Signal wires on met3:
Drawn at 1 px/um.
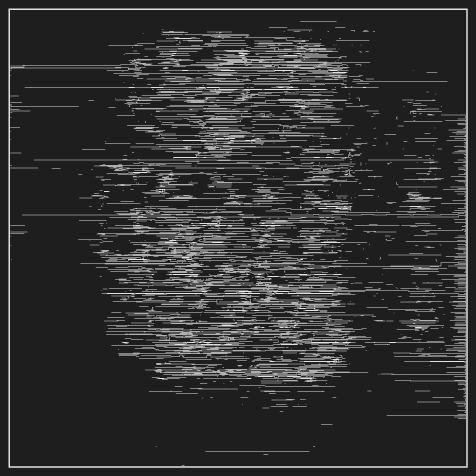
Track usage over the die:
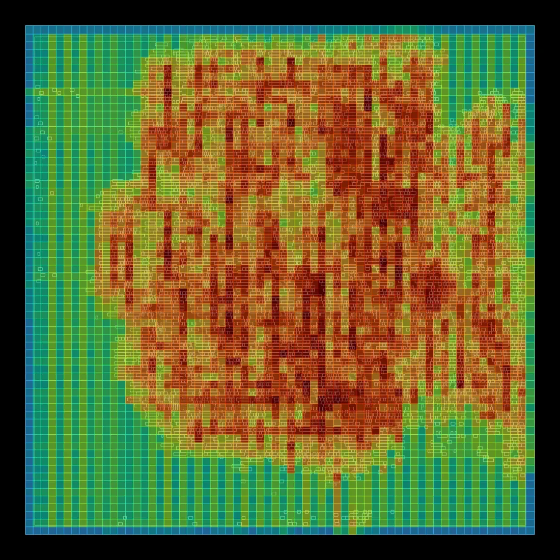
Metal 2:
Drawn at 1 px/um.
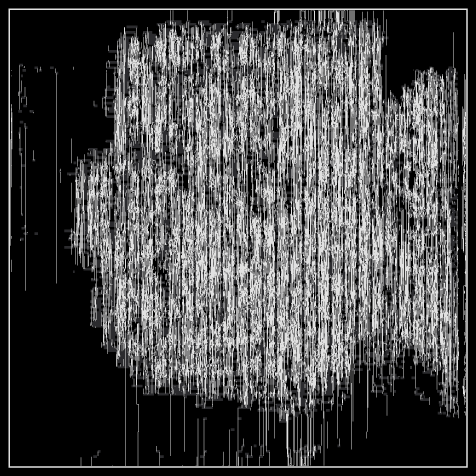
## config.mk

```make
export PLATFORM = sky130hd
export DESIGN_NAME = decode_stage
export DESIGN_NICKNAME = d
export VERILOG_FILES = /design/src/rtl/decode_stage.sv
export SDC_FILE = /design/constraint.sdc
export NUM_CORES = 2
export LEC_CHECK = 0
export CAP_MARGIN = 20
export CORE_MARGIN = 8
export CORE_UTILIZATION = 32
export DETAILED_ROUTE_END_ITERATION = 12
export SLEW_MARGIN = 20
export SYNTH_ARGS = -nofsm -noshare
export SYNTH_HDL_FRONTEND = slang
export SYNTH_SLANG_ARGS = --single-unit
```

## constraint.sdc

```tcl
create_clock -name clk -period 10.6 [get_ports clk]
set_input_delay 2.65 -clock clk [delete_from_list [all_inputs] [get_ports clk]]
set_output_delay 2.65 -clock clk [all_outputs]
set_load 0.01 [all_outputs]
```

## src/rtl/decode_stage.sv

```systemverilog
// RV32I decode stage: register file, instruction decode, branch/jump resolution
// and the D->E pipeline register feeding execute.
module decode_stage #(
  parameter int WORD     = 32,
  parameter int REG_SIZE = 5
) (
  input  logic                clk,
  input  logic                reset,
  input  logic                en,
  input  logic [WORD-1:0]     pcD,
  input  logic [WORD-1:0]     instrD,
  input  logic                validD,
  input  logic                regWriteW,
  input  logic [REG_SIZE-1:0] writeRegW,
  input  logic [WORD-1:0]     resultW,
  input  logic [WORD-1:0]     ALUResultM,
  input  logic                validM,
  input  logic                validW,
  input  logic [1:0]          forward1,
  input  logic [1:0]          forward2,
  output logic                controllchangeD,
  output logic [WORD-1:0]     pcnD,
  output logic [REG_SIZE-1:0] raddr1D,
  output logic [REG_SIZE-1:0] raddr2D,
  output logic [REG_SIZE-1:0] raddr1E,
  output logic [REG_SIZE-1:0] raddr2E,
  output logic [REG_SIZE-1:0] writeRegE,
  output logic [WORD-1:0]     rdata1E,
  output logic [WORD-1:0]     rdata2E,
  output logic [WORD-1:0]     immE,
  output logic [WORD-1:0]     pcE,
  output logic [3:0]          ALUControlE,
  output logic [1:0]          ALUSrcE,
  output logic                regWriteE,
  output logic                memWriteE,
  output logic                mem2regE,
  output logic                finishE,
  output logic                validE
);

  localparam logic [6:0] OP_R = 7'b0110011, OP_I = 7'b0010011, OP_LOAD = 7'b0000011,
                         OP_STORE = 7'b0100011, OP_LUI = 7'b0110111, OP_AUIPC = 7'b0010111,
                         OP_JAL = 7'b1101111, OP_JALR = 7'b1100111, OP_BRANCH = 7'b1100011,
                         OP_SYSTEM = 7'b1110011;
  localparam logic [3:0] ALU_ADD = 4'd0, ALU_SUB = 4'd1, ALU_AND = 4'd2, ALU_OR = 4'd3,
                         ALU_XOR = 4'd4, ALU_SLL = 4'd5, ALU_SRL = 4'd6, ALU_SRA = 4'd7,
                         ALU_SLT = 4'd8, ALU_SLTU = 4'd9, ALU_PASSB = 4'd10;

  typedef struct packed {
    logic [REG_SIZE-1:0] raddr1, raddr2, write_reg;
    logic [WORD-1:0]     rdata1, rdata2, imm, pc;
    logic [3:0]          alu_control;
    logic [1:0]          alu_src;
    logic                reg_write, mem_write, mem2reg, finish, valid;
  } de_t;

  de_t de_d, de_q;

  logic [WORD-1:0] rf_mem [0:(1<<REG_SIZE)-1];

  logic [6:0] opcode;
  logic [2:0] funct3;
  logic [WORD-1:0] imm_i, imm_s, imm_b, imm_u, imm_j;
  logic use_rs1, use_rs2, is_branch, is_jal, is_jalr;
  logic reg_write, mem_write, mem2reg, finish;
  logic [3:0] alu_control, alu_func;
  logic [1:0] alu_src;
  logic [WORD-1:0] imm_sel, rdata1, rdata2, op_a, op_b;
  logic [REG_SIZE-1:0] rd_sel;
  logic taken;

  assign opcode = instrD[6:0];
  assign funct3 = instrD[14:12];
  assign imm_i  = {{(WORD-12){instrD[31]}}, instrD[31:20]};
  assign imm_s  = {{(WORD-12){instrD[31]}}, instrD[31:25], instrD[11:7]};
  assign imm_b  = {{(WORD-13){instrD[31]}}, instrD[31], instrD[7], instrD[30:25], instrD[11:8], 1'b0};
  assign imm_u  = {instrD[31:12], 12'b0};
  assign imm_j  = {{(WORD-21){instrD[31]}}, instrD[31], instrD[19:12], instrD[20], instrD[30:21], 1'b0};

  // Shared funct3 -> ALU op; instr[30] selects SUB (R-type only) and SRA.
  always_comb begin
    alu_func = ALU_ADD;
    case (funct3)
      3'b000: alu_func = (opcode == OP_R && instrD[30]) ? ALU_SUB : ALU_ADD;
      3'b001: alu_func = ALU_SLL;
      3'b010: alu_func = ALU_SLT;
      3'b011: alu_func = ALU_SLTU;
      3'b100: alu_func = ALU_XOR;
      3'b101: alu_func = instrD[30] ? ALU_SRA : ALU_SRL;
      3'b110: alu_func = ALU_OR;
      default: alu_func = ALU_AND;
    endcase
  end

  always_comb begin
    use_rs1 = 1'b0; use_rs2 = 1'b0; is_branch = 1'b0; is_jal = 1'b0; is_jalr = 1'b0;
    reg_write = 1'b0; mem_write = 1'b0; mem2reg = 1'b0; finish = 1'b0;
    alu_control = ALU_ADD; alu_src = 2'b00; imm_sel = '0;
    case (opcode)
      OP_R:      begin use_rs1 = 1'b1; use_rs2 = 1'b1; reg_write = 1'b1; alu_control = alu_func; end
      OP_I:      begin use_rs1 = 1'b1; reg_write = 1'b1; alu_control = alu_func; alu_src = 2'b01; imm_sel = imm_i; end
      OP_LOAD:   begin use_rs1 = 1'b1; reg_write = 1'b1; mem2reg = 1'b1; alu_src = 2'b01; imm_sel = imm_i; end
      OP_STORE:  begin use_rs1 = 1'b1; use_rs2 = 1'b1; mem_write = 1'b1; alu_src = 2'b01; imm_sel = imm_s; end
      OP_LUI:    begin reg_write = 1'b1; alu_control = ALU_PASSB; alu_src = 2'b01; imm_sel = imm_u; end
      OP_AUIPC:  begin reg_write = 1'b1; alu_src = 2'b11; imm_sel = imm_u; end
      OP_JAL:    begin is_jal = 1'b1; reg_write = 1'b1; alu_src = 2'b11; imm_sel = WORD'(4); end
      OP_JALR:   begin use_rs1 = 1'b1; is_jalr = 1'b1; reg_write = 1'b1; alu_src = 2'b11; imm_sel = WORD'(4); end
      OP_BRANCH: begin use_rs1 = 1'b1; use_rs2 = 1'b1; is_branch = 1'b1; end
      OP_SYSTEM: finish = (instrD[31:7] == '0);
      default:   ;
    endcase
  end

  assign raddr1D = use_rs1 ? instrD[19:15] : '0;
  assign raddr2D = use_rs2 ? instrD[24:20] : '0;
  assign rd_sel  = reg_write ? instrD[11:7] : '0;

  // Reads see the same-cycle writeback so no extra bubble is needed.
  always_comb begin
    rdata1 = rf_mem[raddr1D];
    rdata2 = rf_mem[raddr2D];
    if (regWriteW && writeRegW == raddr1D) rdata1 = resultW;
    if (regWriteW && writeRegW == raddr2D) rdata2 = resultW;
    if (raddr1D == '0) rdata1 = '0;
    if (raddr2D == '0) rdata2 = '0;
  end

  always_ff @(posedge clk) begin
    if (regWriteW && writeRegW != '0) rf_mem[writeRegW] <= resultW;
  end

  always_comb begin
    op_a = rdata1;
    op_b = rdata2;
    if (forward1 == 2'b01 && validW) op_a = resultW;
    if (forward1 == 2'b10 && validM) op_a = ALUResultM;
    if (forward2 == 2'b01 && validW) op_b = resultW;
    if (forward2 == 2'b10 && validM) op_b = ALUResultM;
    case (funct3)
      3'b000:  taken = (op_a == op_b);
      3'b001:  taken = (op_a != op_b);
      3'b100:  taken = ($signed(op_a) < $signed(op_b));
      3'b101:  taken = ($signed(op_a) >= $signed(op_b));
      3'b110:  taken = (op_a < op_b);
      3'b111:  taken = (op_a >= op_b);
      default: taken = 1'b0;
    endcase
    pcnD = pcD + WORD'(4);
    if (is_branch) pcnD = pcD + imm_b;
    if (is_jal)    pcnD = pcD + imm_j;
    if (is_jalr)   pcnD = (op_a + imm_i) & ~WORD'(1);
  end

  assign controllchangeD = validD & ((is_branch & taken) | is_jal | is_jalr);

  always_comb begin
    de_d = de_q;
    if (en) begin
      de_d.raddr1      = raddr1D;
      de_d.raddr2      = raddr2D;
      de_d.rdata1      = rdata1;
      de_d.rdata2      = rdata2;
      de_d.pc          = pcD;
      de_d.valid       = validD;
      de_d.write_reg   = validD ? rd_sel      : '0;
      de_d.imm         = validD ? imm_sel     : '0;
      de_d.alu_control = validD ? alu_control : '0;
      de_d.alu_src     = validD ? alu_src     : '0;
      de_d.reg_write   = validD & reg_write;
      de_d.mem_write   = validD & mem_write;
      de_d.mem2reg     = validD & mem2reg;
      de_d.finish      = validD & finish;
    end
  end

  always_ff @(posedge clk or negedge reset) begin
    if (!reset) de_q <= '0;
    else        de_q <= de_d;
  end

  assign raddr1E     = de_q.raddr1;
  assign raddr2E     = de_q.raddr2;
  assign writeRegE   = de_q.write_reg;
  assign rdata1E     = de_q.rdata1;
  assign rdata2E     = de_q.rdata2;
  assign immE        = de_q.imm;
  assign pcE         = de_q.pc;
  assign ALUControlE = de_q.alu_control;
  assign ALUSrcE     = de_q.alu_src;
  assign regWriteE   = de_q.reg_write;
  assign memWriteE   = de_q.mem_write;
  assign mem2regE    = de_q.mem2reg;
  assign finishE     = de_q.finish;
  assign validE      = de_q.valid;

endmodule

```

==> run notes <==
Implementation numbers.

- The run finished, with violations left.
- The checks that failed: setup timing.
- The worst setup path is captured at an output pin.
- The synthesis-to-finish area growth is 33.5%.
- The worst setup path is launched from a primary input.
- The leftover overflow at the end of global routing is 0.
- The count of instantiated cells in the yosys netlist is 5626.
- The worst-path cell with the longest stage delay is a31oi_2.
- Per the final report, max-transition violations number 0.
- The Yosys chip area is 62000 um2.
- The number of register bits inferred by synthesis is 1178.
- The final report lists a non-filler cell total of 9321.
- After synthesis, the share of flip-flops with an asynchronous set or reset is 0.131.
- The hold buffer count at cts is 0.
- The type recorded for the worst min-delay path is reg -> reg.
- The total number of warnings across the stage logs is 29.
- The main flop type after synthesis is edfxtp_1.
- The worst reg-to-reg setup slack is 8.14 ns.
- The final timing report derives a shortest allowable period of 10.88 ns.
- The synthesized area divided by synthesized cell count is 11.0 um2.
- The leading cell type by number of instances after synthesis is edfxtp_1.
- The initial antenna violation count is 19.
- In the setup report, the worst path falls into the class in -> out.
- The peak fanout along the critical path is 10.
- Setup repair after global routing could not meet its margin everywhere.
- For reference, the placement row count at floorplan is 161.
- 341 I/O pins were placed.
- The warning tally printed by Yosys for this design is 0.
- Synthesis instantiated 89 different standard cells from the library.
- The clock latency reported for the late side of the worst-skew pair is 0.80 ns.
- TritonRoute reported its final design rule violation total as 0.
- The highest ir drop seen on vdd is 0.167 mV.
- TritonCTS built the clock tree.
- The share of synthesized area in the top cell type comes to 0.496.
- The worst register-to-register path has a depth of 10.
- Synthesis produced 5626 cells.
- The last weighted congestion value of the routability-driven placer is 0.992.
- The flow reported a cell area power density of 138 nW/um2.
- The clock skew is 0.0337 ns.
- Counting flops with a built-in enable in the synthesized netlist gives 1024.
- The main area contributors are edfxtp_1 (50%), dfrtp_1 (6.2%), mux2i_1 (6.0%).
- The terminus of the critical flop-to-flop path is rdata2E[30].
- The worst-case clock buffer depth is 3.
- The share of the clock period used by the worst path is 1.03.
- The timing report shows the most common cell along the critical path to be o21a_1.
- The count of nets after finishing is 6932.
- The transition time at the pin with the least slew margin is 1.22 ns.
- The first global-routing pass estimated 428000 um of wire.
- Per the synthesis report, the dominant area consumer among library cells is edfxtp_1.
- At the worst endpoint, the required time is 7.95 ns.
- The DRC marker count from the first detailed-route iteration is 9819.
- The half-perimeter wire length of the detailed placement result is 207000 um.
- The chip footprint is 208000 um2.
- The final timing report lists a hold violation count of 0.
- Entering global routing, the biggest net connects 98 pins.
- CTS added clock buffers totalling 136.
- Per the final layout report, the fraction of cells sized above drive strength 1 comes to 0.237.
- Per the run summary, max-cap violations total 0.
- Across all checked pins, the minimum headroom to the slew limit is 0.188.
- The iteration count recorded for the first detailed-route pass is 8.
- The terminating pin of the worst hold path is rdata1E[13].
- The smallest setup slack after layout is -0.279 ns.
- The utilization of the core after routing is 0.430.
- The report gives the cell count of the worst hold path as 2.
- The power consumption is 11.4 mW.
- Summed over all cells, the static leakage comes to 29.9 nW.
- Per the finish-stage timing summary, setup violations number 4.
- The post-CTS clock slew at the launch and capture registers of the worst setup and hold paths is 0.05 ns.
- The largest stage delay on the critical path is 0.38 ns.
- The clock tree root buffer cell is clkbuf_16.
- The floorplan step defined a core boundary enclosing 193000 um2.
- The clock drives 1178 sinks.
- The sequential element share of the synthesized area is 0.558.
- The worst hold path startpoint is rdata1E[13].
- Per the OpenROAD floorplan log, the width of the die is 456 um.
- The synthesized area is 62000 um2.
- The count of buffers added on input and output ports is 340.
- Ranked by instance count, the synthesized netlist is headed by edfxtp_1 (1024), nand2_1 (761), o21ai_0 (446), mux2i_1 (369), clkbuf_1 (361).
- The number of global-route vias before repair is 55800.
- Nets still carrying antenna violations after routing amount to 0.
- The clock H-tree reported by CTS has 4 levels.
- The overall die height is 456 um.
- The floorplan step records an initial core utilization of 0.322.
- Including well taps, the total number of placed cells is 8903.
- The highest clock rate this design can be run at is 0.0919 GHz.
- The startpoint of the lowest-slack register-to-register path is rf_mem[5][30].
- For the worst setup path, the data arrival time is 8.23 ns.
- Per the detail_route report, vias per standard cell equal 6.27.
-- 'signal wires on met3' (at the start) --
wire length on this layer	41.6 mm
nets with wire on the layer	1330
main direction	horizontal
detailed-route via count: 58400
aggregate routed wire length: 311000 um
met3 routing resource usage after global routing: 0.0870

-- 'track usage over the die' (at the start) --
met2 Use GR: 0.424
Wirelength per Cell: 33.4 um
gr usage total: 0.282
M1 GR Usage: 0.351
Top Usage Layer GRT: met2

-- 'metal 2' (at the start) --
nets with wire on the layer	5880
longest straight run	210 um
wire length on this layer	132 mm

## metrics by stage
step	setup TNS [ns]	hold WS, ns	instance area, um2	setup slack (ns)
2_1_floorplan	0	0.517	62100	0.249
3_3_place_gp	-28.29	0.466	74700	-2.34
3_5_place_dp	-26.87	0.469	74700	-2.30
4_1_cts	-0.365	0.483	82000	-0.171
5_1_grt	-1.71	0.494	82800	-0.396
6_report	-0.467	0.480	82800	-0.279
## per-layer routing
| layer | up-vias | wire [um] |
|---|---|---|
| met5 | - | 138 |
| met4 | 12 | 24900 |
| met3 | 1143 | 41600 |
| met2 | 4836 | 132000 |
| met1 | 28500 | 112000 |
| li1 | 24000 | - |
## worst max-delay path: cells and delay by family
kind            cells  cell delay (ns)
buf+inv            14             1.92
simple gates        3             0.18
fa+ha+maj           1             0.20
mux                 1             0.17
compound gates     16             3.08
## cell families (layout without fill, tap and decap cells)
family / after synthesis / in the layout / synth area share
simple gates: 1566 / 1566 / 0.112
buf+inv: 517 / 1645 / 0.0328
mux: 427 / 427 / 0.0706
xor+xnor: 95 / 95 / 0.0134
flops: 1178 / 1178 / 0.558
other cells: 1 / 42 / 0.0000605
compound gates: 1733 / 1733 / 0.191
fa+ha+maj: 109 / 109 / 0.0224
## area by class of cell
type,count,area (um2)
antenna,10,25.0
clock buffer,171,3640
clock inverter,73,777
fill,17900,110000
inverter,48,248
multi-input combinational,3962,27200
sequential,1178,34600
tap,2526,3160
timing repair buffer,1352,13100
timing repair inverter,1,8.76
## worst max path at each step
stage	from	endpoint	slack, ns	depth (start not counted)
6_report	instrD[17]	controllchangeD	-0.28	35
5_1_grt	instrD[6]	controllchangeD	-0.40	34
4_1_cts	instrD[3]	controllchangeD	-0.17	35
3_5_place_dp	instrD[3]	controllchangeD	-2.30	34
3_3_place_gp	instrD[3]	controllchangeD	-2.34	34
2_1_floorplan	instrD[6]	pcnD[30]	0.25	30
## cell usage in the layout, fill, tap and decap left out, drive strengths merged, types with 32 or more instances in the layout
master         count
buf             1031
edfxtp          1024
nand2            762
o21ai            452
mux2i            369
a21oi            323
nand3            302
clkdlybuf4s50    296
a221oi           276
nor2             199
clkbuf           179
dfrtp            154
ha               106
a21o              87
nand4             81
o211ai            80
nor3              79
a31oi             73
o31ai             68
a221o             63
mux2              55
xnor2             55
inv               53
clkinv            51
and3              50
a211oi            49
xor2              40
o21a              40
a32oi             33
conb              32
a211o             32
## timing repair
action,CTS,global route
buffers inserted,129,32
cloned,19,0
setup endpoints to repair,29,23
resized,395,163
pin swaps,140,108
## state kept, by name, summed over array words and instances (netlist names)
| register | flops |
|---|---|
| rdata1E | 32 |
| pcE | 32 |
| ALUControlE | 4 |
| validE | 1 |
| finishE | 1 |
| immE | 32 |
| regWriteE | 1 |
| writeRegE | 5 |
| raddr2E | 5 |
| mem2regE | 1 |
| rf_mem | 1024 |
| ALUSrcE | 2 |
| memWriteE | 1 |
| raddr1E | 5 |
| rdata2E | 32 |
## report_power, final
part,total (mW),internal (mW),switching [mW],leakage (nW)
clock network,4.73,2.70,2.03,2.15
registers,5.17,5.13,0.0427,11.3
logic,1.54,0.621,0.916,16.5
Power is estimated from default activity; no workload was simulated.
